==> images/layer_met3.png <==
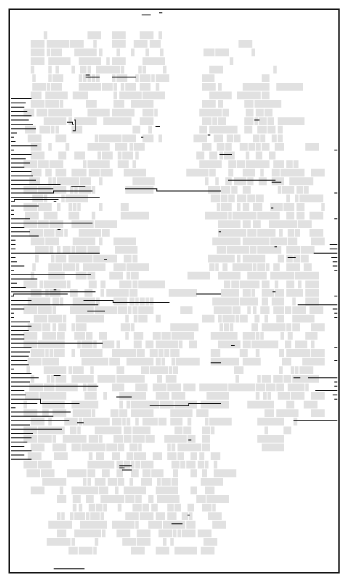
==> images/clk_routes.png <==
The bar under the picture is 20 um long.
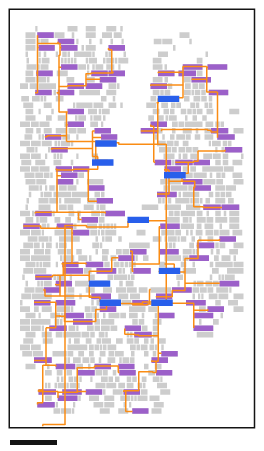
## src/rtl/core_run_ctrl_pkg.sv

```systemverilog
// Shared state type and tohost constants for the RV32I run controller.
package core_run_pkg;

  typedef enum logic [1:0] {
    HOLD = 2'd0,
    RUN  = 2'd1,
    DONE = 2'd2
  } run_state_t;

  // riscv-tests reports pass as tohost==1 and fail as (code << 1) | 1.
  localparam logic [31:0] TOHOST_PASS         = 32'd1;
  localparam logic [31:0] DEFAULT_TOHOST_ADDR = 32'h0000_1000;

endpackage

```

## src/rtl/core_run_ctrl_if.sv

```systemverilog
// Core-side observation bus: data-memory write port plus the retire strobe.
interface core_run_ctrl_if #(
  parameter int unsigned ADDR_WIDTH = 32,
  parameter int unsigned DATA_WIDTH = 32
) ();

  logic                  mem_we;
  logic [ADDR_WIDTH-1:0] mem_addr;
  logic [DATA_WIDTH-1:0] mem_wdata;
  logic                  retire;

  // The core drives the bus; the run controller only watches it.
  modport master (output mem_we, mem_addr, mem_wdata, retire);
  modport slave  (input  mem_we, mem_addr, mem_wdata, retire);

endinterface

```

## src/rtl/core_run_ctrl.sv

```systemverilog
// Run controller: sequences core reset, counts cycles and retired
// instructions, and stops the run on a tohost store or a cycle timeout.
module core_run_ctrl
  import core_run_pkg::*;
#(
  parameter int unsigned           ADDR_WIDTH   = 32,
  parameter int unsigned           DATA_WIDTH   = 32,
  parameter int unsigned           CNT_WIDTH    = 32,
  parameter int unsigned           RESET_CYCLES = 2,
  parameter int unsigned           MAX_CYCLES   = 20,
  parameter logic [ADDR_WIDTH-1:0] TOHOST_ADDR  = ADDR_WIDTH'(DEFAULT_TOHOST_ADDR)
) (
  input  logic                  i_clk,
  input  logic                  i_rst,
  input  logic                  i_start,
  core_run_ctrl_if.slave        i_mem,
  output logic                  o_core_rstn,
  output logic                  o_core_en,
  output logic                  o_running,
  output logic                  o_done,
  output logic                  o_pass,
  output logic                  o_timeout,
  output logic [DATA_WIDTH-1:0] o_fail_code,
  output logic [CNT_WIDTH-1:0]  o_cycle_count,
  output logic [CNT_WIDTH-1:0]  o_instret
);

  localparam int unsigned          HOLD_W     = (RESET_CYCLES > 1) ? $clog2(RESET_CYCLES) : 1;
  localparam logic [HOLD_W-1:0]    HOLD_LAST  = HOLD_W'(RESET_CYCLES - 1);
  localparam bit                   TIMEOUT_EN = (MAX_CYCLES != 0);
  // Only meaningful when TIMEOUT_EN; the compare is gated below.
  localparam logic [CNT_WIDTH-1:0] CYC_LAST   = CNT_WIDTH'(MAX_CYCLES - 1);

  run_state_t            r_state;
  logic [HOLD_W-1:0]     r_hold_cnt;
  logic                  r_core_rstn;
  logic                  r_core_en;
  logic                  r_pass;
  logic                  r_timeout;
  logic [DATA_WIDTH-1:0] r_fail_code;
  logic [CNT_WIDTH-1:0]  r_cycle_count;
  logic [CNT_WIDTH-1:0]  r_instret;

  logic w_hit;
  logic w_hit_pass;
  logic w_timeout;

  // Stores to tohost with bit 0 clear are ordinary data and do not end the run.
  assign w_hit      = i_mem.mem_we && (i_mem.mem_addr == TOHOST_ADDR) && i_mem.mem_wdata[0];
  assign w_hit_pass = (i_mem.mem_wdata == DATA_WIDTH'(TOHOST_PASS));
  // Fires on the last allowed cycle so the count freezes exactly at MAX_CYCLES.
  assign w_timeout  = TIMEOUT_EN && (r_cycle_count == CYC_LAST);

  // Run FSM with all result registers; reset and restart clear everything.
  always_ff @(posedge i_clk) begin
    if (i_rst) begin
      r_state       <= HOLD;
      r_hold_cnt    <= '0;
      r_core_rstn   <= 1'b0;
      r_core_en     <= 1'b0;
      r_pass        <= 1'b0;
      r_timeout     <= 1'b0;
      r_fail_code   <= '0;
      r_cycle_count <= '0;
      r_instret     <= '0;
    end else begin
      case (r_state)
        HOLD: begin
          if (r_hold_cnt == HOLD_LAST) begin
            r_state     <= RUN;
            r_core_rstn <= 1'b1;
            r_core_en   <= 1'b1;
          end else begin
            r_hold_cnt <= r_hold_cnt + HOLD_W'(1);
          end
        end
        RUN: begin
          // The cycle that ends the run is still counted.
          r_cycle_count <= r_cycle_count + CNT_WIDTH'(1);
          if (i_mem.retire) begin
            r_instret <= r_instret + CNT_WIDTH'(1);
          end
          if (w_hit) begin
            r_state   <= DONE;
            r_core_en <= 1'b0;
            if (w_hit_pass) begin
              r_pass <= 1'b1;
            end else begin
              r_fail_code <= i_mem.mem_wdata >> 1;
            end
          end else if (w_timeout) begin
            r_state   <= DONE;
            r_core_en <= 1'b0;
            r_timeout <= 1'b1;
          end
        end
        DONE: begin
          if (i_start) begin
            r_state       <= HOLD;
            r_hold_cnt    <= '0;
            r_core_rstn   <= 1'b0;
            r_pass        <= 1'b0;
            r_timeout     <= 1'b0;
            r_fail_code   <= '0;
            r_cycle_count <= '0;
            r_instret     <= '0;
          end
        end
        default: begin
          r_state <= HOLD;
        end
      endcase
    end
  end

  assign o_core_rstn   = r_core_rstn;
  assign o_core_en     = r_core_en;
  assign o_running     = (r_state == RUN);
  assign o_done        = (r_state == DONE);
  assign o_pass        = r_pass;
  assign o_timeout     = r_timeout;
  assign o_fail_code   = r_fail_code;
  assign o_cycle_count = r_cycle_count;
  assign o_instret     = r_instret;

endmodule

```

## src/flat_wrapper.sv

```systemverilog
// flat-port wrapper written by rule: the top's interface ports become plain ports
module core_run_ctrl_flat import core_run_pkg::*;
#(
  parameter int unsigned           ADDR_WIDTH   = 32,
  parameter int unsigned           DATA_WIDTH   = 32,
  parameter int unsigned           CNT_WIDTH    = 32,
  parameter int unsigned           RESET_CYCLES = 2,
  parameter int unsigned           MAX_CYCLES   = 20,
  parameter logic [ADDR_WIDTH-1:0] TOHOST_ADDR  = ADDR_WIDTH'(DEFAULT_TOHOST_ADDR)
)
  (i_clk, i_rst, i_start, o_core_rstn, o_core_en, o_running, o_done, o_pass, o_timeout, o_fail_code, o_cycle_count, o_instret, i_mem_mem_we, i_mem_mem_addr, i_mem_mem_wdata, i_mem_retire);
  core_run_ctrl_if #(.ADDR_WIDTH(ADDR_WIDTH), .DATA_WIDTH(DATA_WIDTH)) i_mem_i ();
  input  logic i_clk;
  input  logic i_rst;
  input  logic i_start;
  output logic o_core_rstn;
  output logic o_core_en;
  output logic o_running;
  output logic o_done;
  output logic o_pass;
  output logic o_timeout;
  output logic [DATA_WIDTH-1:0] o_fail_code;
  output logic [CNT_WIDTH-1:0] o_cycle_count;
  output logic [CNT_WIDTH-1:0] o_instret;
  input wire logic [$bits(i_mem_i.mem_we)-1:0] i_mem_mem_we;
  input wire logic [$bits(i_mem_i.mem_addr)-1:0] i_mem_mem_addr;
  input wire logic [$bits(i_mem_i.mem_wdata)-1:0] i_mem_mem_wdata;
  input wire logic [$bits(i_mem_i.retire)-1:0] i_mem_retire;
  assign i_mem_i.mem_we = i_mem_mem_we;
  assign i_mem_i.mem_addr = i_mem_mem_addr;
  assign i_mem_i.mem_wdata = i_mem_mem_wdata;
  assign i_mem_i.retire = i_mem_retire;
  core_run_ctrl #(.ADDR_WIDTH(ADDR_WIDTH), .DATA_WIDTH(DATA_WIDTH), .CNT_WIDTH(CNT_WIDTH), .RESET_CYCLES(RESET_CYCLES), .MAX_CYCLES(MAX_CYCLES), .TOHOST_ADDR(TOHOST_ADDR)) u_core (.i_clk(i_clk), .i_rst(i_rst), .i_start(i_start), .i_mem(i_mem_i), .o_core_rstn(o_core_rstn), .o_core_en(o_core_en), .o_running(o_running), .o_done(o_done), .o_pass(o_pass), .o_timeout(o_timeout), .o_fail_code(o_fail_code), .o_cycle_count(o_cycle_count), .o_instret(o_instret));
endmodule
```

## config.mk

```make
export PLATFORM = sky130hd
export DESIGN_NAME = core_run_ctrl_flat
export DESIGN_NICKNAME = d
export VERILOG_FILES = /design/src/rtl/core_run_ctrl_pkg.sv /design/src/rtl/core_run_ctrl_if.sv /design/src/rtl/core_run_ctrl.sv /design/src/flat_wrapper.sv
export SDC_FILE = /design/constraint.sdc
export NUM_CORES = 1
export LEC_CHECK = 0
export CAP_MARGIN = 40
export CORE_AREA = 4 4 100 174
export DETAILED_ROUTE_END_ITERATION = 10
export DIE_AREA = 0 0 104 178
export HOLD_SLACK_MARGIN = 0.03
export PLACE_DENSITY = 0.61
export RECOVER_POWER = 25
export SETUP_SLACK_MARGIN = 0.5
export SKIP_CTS_REPAIR_TIMING = 1
export SYNTH_ARGS = -nofsm -noshare
export SYNTH_HDL_FRONTEND = slang
export SYNTH_SLANG_ARGS = --single-unit
```

## constraint.sdc

```tcl
create_clock -name i_clk -period 1.85 [get_ports i_clk]
set_input_delay 0.185 -clock i_clk [delete_from_list [all_inputs] [get_ports i_clk]]
set_output_delay 0.185 -clock i_clk [all_outputs]
set_load 0.02 [all_outputs]
```

==> results.tsv <==
stage	metric	value	unit
outcome	status	completed	
setup_path	reg2reg path depth	8	
floorplanning	Top Ports	171	
power	Power Total	4.63	mW
setup_path	Setup CP Type	in2reg	
synthesis	Top cells by area	dfxtp_1, nand2_1, mux2i_1	
synthesis	YS chip area	4730	um^2
setup_path	startpoint type of the worst setup path	primary input	
clocking	Clock transition at path regs	0.08	ns
clocking	CTS Sinks	102	
final_layout	Data buffer area share	0.312	
sta	FMAX	587	MHz
route	Top Metal Used	met4	
place	hpwl dp	12500	um
setup_path	CP delay by family, top	buffers and inverters	
setup_path	Worst Path Arrival	1.94	ns
floorplanning	DIE AREA	18500	um^2
floorplanning	DIE WIDTH	104	um
run	count of tool warnings	28	
global_route	global route overflow	0	
setup_path	r2r setup slk	0.16	ns
power	Psw	1.17	mW
setup_path	Slowest-stage cell, CP	clkdlybuf4s50_1	
final_layout	area grow syn2layout	79.3	%
power	PwrDens	546	nW/um^2
final_layout	Top cells excl fill/tap	dlymetal6s2s_1, nand2_1, buf_4	
setup_path	CP Depth	8	
synthesis	Syn Inst Count	556	
power	Peak VDD IR	0.433	mV
synthesis	async set-or-reset flop fraction in the synthesized netlist	0	
power	combinational power share	0.114	
synthesis	synthesized net count	627	
setup_path	critical path required time	2.09	ns
final_layout	ClkCell Share	0.0345	
synthesis	syn_area_per_cell	8.50	um^2
synthesis	Top cell area share	0.432	
setup_path	crit path from	i_mem_mem_wdata[6]	
synthesis	Registers, synthesis	102	
sta	clock period minus worst slack	1.70	ns
setup_path	CP max FO	7	
setup_path	nature of the critical path endpoint	flip-flop	
power	seq pwr	2.21	mW
final_layout	most common logic cell in the routed design	dlymetal6s2s_1	
final_layout	fin util	0.534	
sta	slew margin rel.	0.574	
sta	max-slew violations	0	
hold_path	hold depth	3	
hold_path	hold_sp	i_mem_mem_wdata[4]	
synthesis	Post-Syn Area	4730	um^2
final_layout	sequential share of cell area	0.254	
route	Vias	5206	
place	placed cell area	7280	um^2
clocking	CTS tree	yes	
final_layout	antenna fix cells	1	
sta	Clock Skews	0.0115	ns
synthesis	Yosys top cell by instances	dfxtp_1	
power	largest power group	sequential cells	
floorplanning	core area	15900	um^2
synthesis	register share after synthesis	0.432	
hold_path	Hold Path End	u_core.o_fail_code[3]$_SDFFE_PP0P_	
global_route	Tot GR Track Use	0.171	
synthesis	ys cells	556	
route	ANT nets after route	0	
route	post-DR wirelength/cell	17.7	um
final_layout	post-route cell area	8480	um^2
sta	final hold violation count	0	
sta	RSZ-0062 raised after global routing	true	
clocking	H-tree depth	3	
synthesis	synth warn	0	
global_route	first-pass GRT wire length	25800	um
power	combinational power	528	uW
sta	fin crit share	0.920	
route	met3 routed WL	949	um
floorplanning	Placement Rows	61	
setup_path	Buf/Inv on CP	3	
final_layout	non-clock buffer count in the final layout	269	
power	Int Power	3.46	mW
final_layout	Non-clock inverters	4	
-- layer_met3.png (at the start) --
main direction: horizontal
longest straight run: 28.8 um
wire length on this layer: 949 um
WL final: 17700 um
grt met3 use: 0.0460

-- clk_routes.png (at the start) --
[orange] clock wires | length: 1390 um
[blue] clock drivers | count: 9
[purple] flip-flops | count: 102
flops lie: spread over the die
routed clock nets: 10
Clk. pwr: 1.89 mW
clock power share: 0.409

-- through the flow --
stage,hold WS (ns),std cells
global placement,0.442,938
CTS,0.413,955
detailed placement,0.451,939
floorplan,0.327,556
finish,0.149,1005
global route,0.160,1004
-- logic make-up after synthesis --
family	synth area share
multiplexers	0.0775
adder cells (fa/ha/maj)	0.00529
buffers and inverters	0.0270
AND-OR/OR-AND	0.0582
flip-flops	0.432
AND/OR/NAND/NOR	0.327
XOR/XNOR	0.0722
other	0.000793
-- flip-flops by register name, summed over array words and instances, names as in the netlist --
register	cells
u_core.o_cycle_count	32
u_core.o_instret	32
u_core.o_fail_code	31
u_core.r_state	2
u_core.o_core_en	1
u_core.o_core_rstn	1
u_core.o_pass	1
u_core.o_timeout	1
u_core.r_hold_cnt	1
Power is estimated from default activity; no workload was simulated.
